### src/rtl/iir_pkg.sv
// Shared types and fixed-point constants for the IIR datapath.
// Arbiter state encoding plus Q2.14 operand and Q4.28 result widths.
package iir_pkg;

    typedef enum logic [2:0] {
        ST_IDLE,
        ST_CLEAR,
        ST_ISSUE,
        ST_GAP,
        ST_DRAIN,
        ST_DONE
    } arb_state_t;

    localparam int Q_W    = 16;
    localparam int Q_FRAC = 14;
    localparam int ACC_W  = 32;

endpackage

### src/rtl/mac_share_arbiter_rr_pick.sv
// Cyclic priority picker: first set request at or after ptr.
// Returns a one-hot winner, its index and an any-request flag.
module rr_pick #(
    parameter int N  = 4,
    parameter int IW = 2
) (
    input  logic [N-1:0]  req,
    input  logic [IW-1:0] ptr,
    output logic [N-1:0]  onehot,
    output logic [IW-1:0] idx,
    output logic          any
);

    // Scan N positions starting at ptr, wrapping once.
    always_comb begin
        int k;
        onehot = '0;
        idx    = '0;
        any    = 1'b0;
        for (int i = 0; i < N; i++) begin
            k = int'(ptr) + i;
            if (k >= N) k = k - N;
            if (!any && req[k]) begin
                any       = 1'b1;
                idx       = IW'(k);
                onehot[k] = 1'b1;
            end
        end
    end

endmodule

### src/rtl/mac_share_arbiter.sv
// Round-robin owner of one accumulating MAC slice across N_REQ
// biquad sequencers: clear, issue terms, drain, hand back the sum.
module mac_share_arbiter
    import iir_pkg::*;
#(
    parameter int N_REQ     = 4,
    parameter int MAC_LAT   = 2,
    parameter int MAX_TERMS = 8
) (
    input  logic                   clk,
    input  logic                   reset,
    input  logic [N_REQ-1:0]       req,
    input  logic [N_REQ-1:0]       term_valid,
    input  logic [N_REQ-1:0]       term_last,
    input  logic [N_REQ*Q_W-1:0]   term_a,
    input  logic [N_REQ*Q_W-1:0]   term_b,
    output logic [N_REQ-1:0]       term_ready,
    output logic [N_REQ-1:0]       grant,
    output logic [ACC_W-1:0]       result,
    output logic [N_REQ-1:0]       result_valid,
    output logic                   err_overflow,
    output logic [Q_W-1:0]         mac_a,
    output logic [Q_W-1:0]         mac_b,
    output logic                   mac_ce,
    output logic                   mac_clr,
    input  logic [ACC_W-1:0]       mac_result
);

    localparam int IW = (N_REQ > 1) ? $clog2(N_REQ) : 1;
    localparam int CW = $clog2(MAX_TERMS + 1);
    localparam int DW = $clog2(MAC_LAT + 1);

    arb_state_t state, state_nx;

    logic [IW-1:0]    rr_ptr;
    logic [IW-1:0]    owner;
    logic [IW-1:0]    next_ptr;
    logic [CW-1:0]    cnt;
    logic [DW-1:0]    dcnt;
    logic [N_REQ-1:0] pick_oh;
    logic [IW-1:0]    pick_idx;
    logic             pick_any;
    logic             accept;
    logic             last_term;
    logic             cap_hit;
    logic             abort;

    rr_pick #(
        .N  (N_REQ),
        .IW (IW)
    ) u_pick (
        .req    (req),
        .ptr    (rr_ptr),
        .onehot (pick_oh),
        .idx    (pick_idx),
        .any    (pick_any)
    );

    assign accept    = (state == ST_ISSUE) && term_valid[owner];
    assign last_term = term_last[owner];
    assign cap_hit   = (cnt == CW'(MAX_TERMS - 1));
    assign next_ptr  = (owner == IW'(N_REQ - 1)) ? '0 : owner + IW'(1);
    assign abort     = !req[owner] &&
                       (state inside {ST_CLEAR, ST_ISSUE, ST_GAP});

    // State register.
    always_ff @(posedge clk) begin
        if (reset) state <= ST_IDLE;
        else       state <= state_nx;
    end

    // Next state, handshake and accumulator clear.
    always_comb begin
        state_nx   = state;
        term_ready = '0;
        mac_clr    = reset || (state == ST_CLEAR);
        if (state == ST_ISSUE) term_ready = term_valid & grant;
        unique case (state)
            ST_IDLE:  if (pick_any) state_nx = ST_CLEAR;
            ST_CLEAR: state_nx = abort ? ST_IDLE : ST_ISSUE;
            ST_ISSUE: begin
                if (abort)
                    state_nx = ST_IDLE;
                else if (accept)
                    state_nx = (last_term || cap_hit) ? ST_DRAIN : ST_GAP;
            end
            ST_GAP:   state_nx = abort ? ST_IDLE : ST_ISSUE;
            ST_DRAIN: if (dcnt == DW'(MAC_LAT - 1)) state_nx = ST_DONE;
            ST_DONE:  state_nx = ST_IDLE;
            default:  state_nx = ST_IDLE;
        endcase
    end

    // Ownership, operands, counters and result capture.
    always_ff @(posedge clk) begin
        if (reset) begin
            rr_ptr       <= '0;
            owner        <= '0;
            grant        <= '0;
            result       <= '0;
            result_valid <= '0;
            err_overflow <= 1'b0;
            mac_a        <= '0;
            mac_b        <= '0;
            mac_ce       <= 1'b0;
            cnt          <= '0;
            dcnt         <= '0;
        end else begin
            mac_ce       <= accept;
            result_valid <= '0;
            if (state == ST_IDLE && pick_any) begin
                grant <= pick_oh;
                owner <= pick_idx;
            end
            if (state == ST_CLEAR) cnt <= '0;
            if (accept) begin
                mac_a <= term_a[owner*Q_W +: Q_W];
                mac_b <= term_b[owner*Q_W +: Q_W];
                cnt   <= cnt + CW'(1);
                if (cap_hit && !last_term) err_overflow <= 1'b1;
            end
            if (state == ST_DRAIN) dcnt <= dcnt + DW'(1);
            else                   dcnt <= '0;
            if (abort) begin
                grant  <= '0;
                rr_ptr <= next_ptr;
            end
            if (state == ST_DONE) begin
                result       <= mac_result;
                result_valid <= grant;
                grant        <= '0;
                rr_ptr       <= next_ptr;
            end
        end
    end

endmodule

### config.mk
export PLATFORM = sky130hd
export DESIGN_NAME = mac_share_arbiter
export DESIGN_NICKNAME = d
export VERILOG_FILES = /design/src/rtl/iir_pkg.sv /design/src/rtl/mac_share_arbiter_rr_pick.sv /design/src/rtl/mac_share_arbiter.sv
export SDC_FILE = /design/constraint.sdc
export NUM_CORES = 1
export LEC_CHECK = 0
export CAP_MARGIN = 5
export CORE_MARGIN = 3
export CORE_UTILIZATION = 43
export CTS_BUF_LIST = sky130_fd_sc_hd__clkbuf_8
export DETAILED_ROUTE_END_ITERATION = 16
export PLACE_DENSITY = 0.89
export SLEW_MARGIN = 20
export SYNTH_ARGS = -nofsm -noshare
export SYNTH_HDL_FRONTEND = slang
export SYNTH_HIERARCHICAL = 1
export SYNTH_SLANG_ARGS = --single-unit
### constraint.sdc
create_clock -name clk -period 3.9 [get_ports clk]
set_input_delay 0.585 -clock clk [delete_from_list [all_inputs] [get_ports clk]]
set_output_delay 0.585 -clock clk [all_outputs]
set_load 0.005 [all_outputs]
==> out/metrics.cfg <==
[yosys]
largest_area_cell=sky130_fd_sc_hd__dfxtp_1
synth-main-ff-cell=sky130_fd_sc_hd__dfxtp_1
postSynth.asyncResetShare_pct=0
post_synth_most_frequent_cells=sky130_fd_sc_hd__nand2_1 (135), sky130_fd_sc_hd__dfxtp_1 (87), sky130_fd_sc_hd__a21oi_1 (69)
number_of_enable_flip_flop_cells=0
synth_area_sq_um=4440
area_of_the_synthesized_netlist_per_yosys_stat_sq_um=4440
seq_area_frac_synth_pct=39.2
postSynthNetCount=657
yosys_cells=472

[timing]
max_clock_freq_mhz=335
max_slew_margin_pct=44.8
finalSetupViolCount=0
unrepaired_setup_endpoints_after_global_routing=no

[run_status]
status=complete, no violations

[global_routing]
globalRouteMet1Util_pct=30.2
grt_antenna_before_repair=0
grt_usage_pct=25.8

[route]
post-route-drc-count=0
post_route_wl_microns=15200

[cells_and_area]
layout_top_cells=sky130_fd_sc_hd__clkdlybuf4s50_1 (251), sky130_fd_sc_hd__nand2_1 (135), sky130_fd_sc_hd__dfxtp_1 (86), sky130_fd_sc_hd__a21oi_1 (69), sky130_fd_sc_hd__mux4_2 (35)
lay_top_count=sky130_fd_sc_hd__clkdlybuf4s50_1
final_nets=893
synthToLayoutAreaGrowth_pct=63.0

[floorplan]
die_width_microns=108
die_footprint_sq_um=11600
die.size.y_microns=108

[pwr]
p_per_area_nw_per_um2=361
vdd_drop_max_v=0.000216

[worst_setup_path]
timing.reg2reg.worst_path_depth=8
critPathSlowestCell=sky130_fd_sc_hd__dfxtp_1
arrival_ns=3.18
setup.reg_to_reg.worst_slack_ns=0.92
cp-start-kind=flop
worst_setup_path_category=reg2reg
path_cells=inv_1, ha_1, mux4_2, nor3_1, nand2b_1, and3_1, mux2i_1, nor2_1

[clock_network]
hold_buffers=0
cts_tree=yes

[stage by stage]
step	setup WS [ns]	instance area [sq um]	hold WS (ns)	total power [W]
2_1_floorplan	1.49	4440	0.398	0.00163
3_3_place_gp	1.05	7010	0.408	0.00194
3_5_place_dp	0.868	7020	0.414	0.00198
4_1_cts	0.938	7230	0.432	0.00262
5_1_grt	0.756	7240	0.447	0.00275
6_report	0.919	7240	0.434	0.00261
[power breakdown]
| part | internal, W | switching, W | total (W) | leakage (nW) |
|---|---|---|---|---|
| clock | 0.000345 | 0.000303 | 0.000648 | 0.114 |
| sequential | 0.000935 | 0.0000612 | 0.000996 | 0.703 |
| combinational | 0.000559 | 0.000408 | 0.000967 | 1.69 |
| total | 0.00184 | 0.000773 | 0.00261 | 2.50 |
[flip-flops by register name (all words and copies together), names as in the netlist]
| register | flops |
|---|---|
| err_overflow | 1 |
| state | 3 |
| cnt | 4 |
| mac_ce | 1 |
| owner | 2 |
| mac_a | 16 |
| grant | 4 |
| result | 32 |
| rr_ptr | 2 |
| dcnt | 2 |
| result_valid | 4 |
| mac_b | 16 |
[layout make-up]
class	count	area [sq um]
sequential	87	1740
clock inverter	4	43.8
inverter	8	30.0
clock buffer	12	165
fill	718	2670
multi-input combinational	343	2510
tap	133	166
timing repair buffer	259	2580
[cells by family after synthesis]
family          Yosys count  synth area share (%)
simple gates            187                  18.6
compound gates           95                  12.1
flops                    87                  39.2
mux                      50                  22.6
buf+inv                  42                  4.34
fa+ha+maj                11                  3.10
[layer usage]
metal | vias up | share of wire, %
met2 | 238 | 52
li1 | 2150 | -
met5 | - | 0
met3 | 34 | 8.4
met1 | 2117 | 37
met4 | 0 | 2.7
Fig. 1: cells coloured by class
Fill, decap, tap and diode cells in grey.
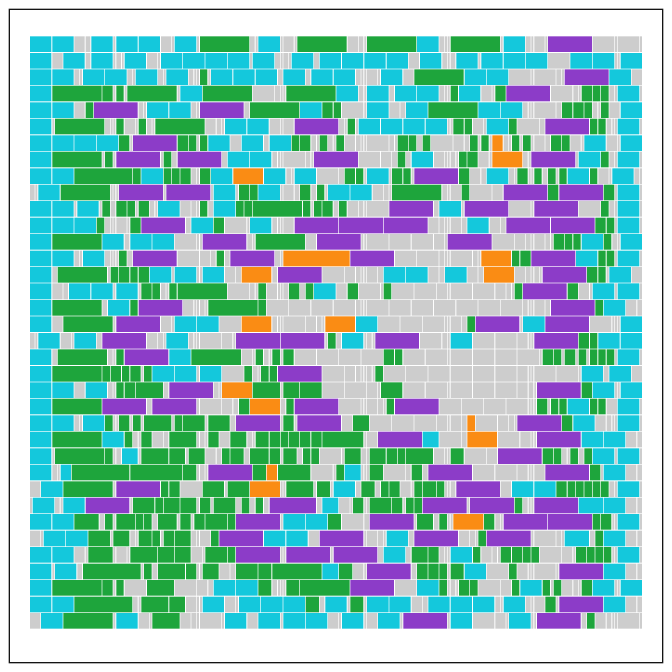
[remaining logic cells] green | cells: 351
[clock drivers and dummy loads] orange | cells: 16
[remaining buffers and delay cells] cyan | cells: 259
[sequential cells] purple | cells: 87

Fig. 2: M3 wires
Bar = 20 microns.
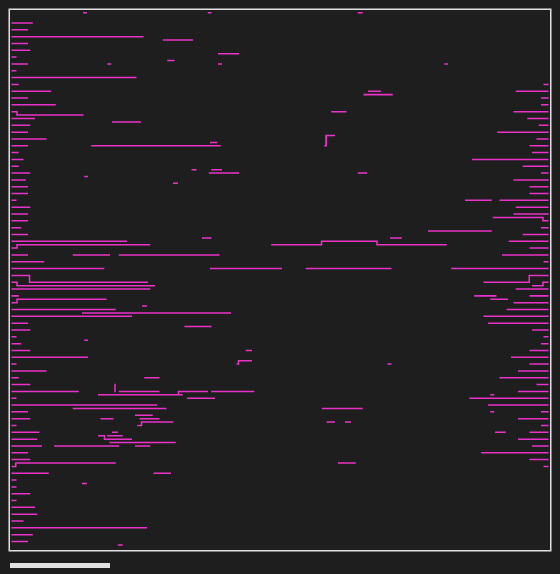
share of all routed wire: 8.4%
wire length on this layer: 1270 microns
nets with wire on the layer: 181

Power is estimated from default activity; no workload was simulated.
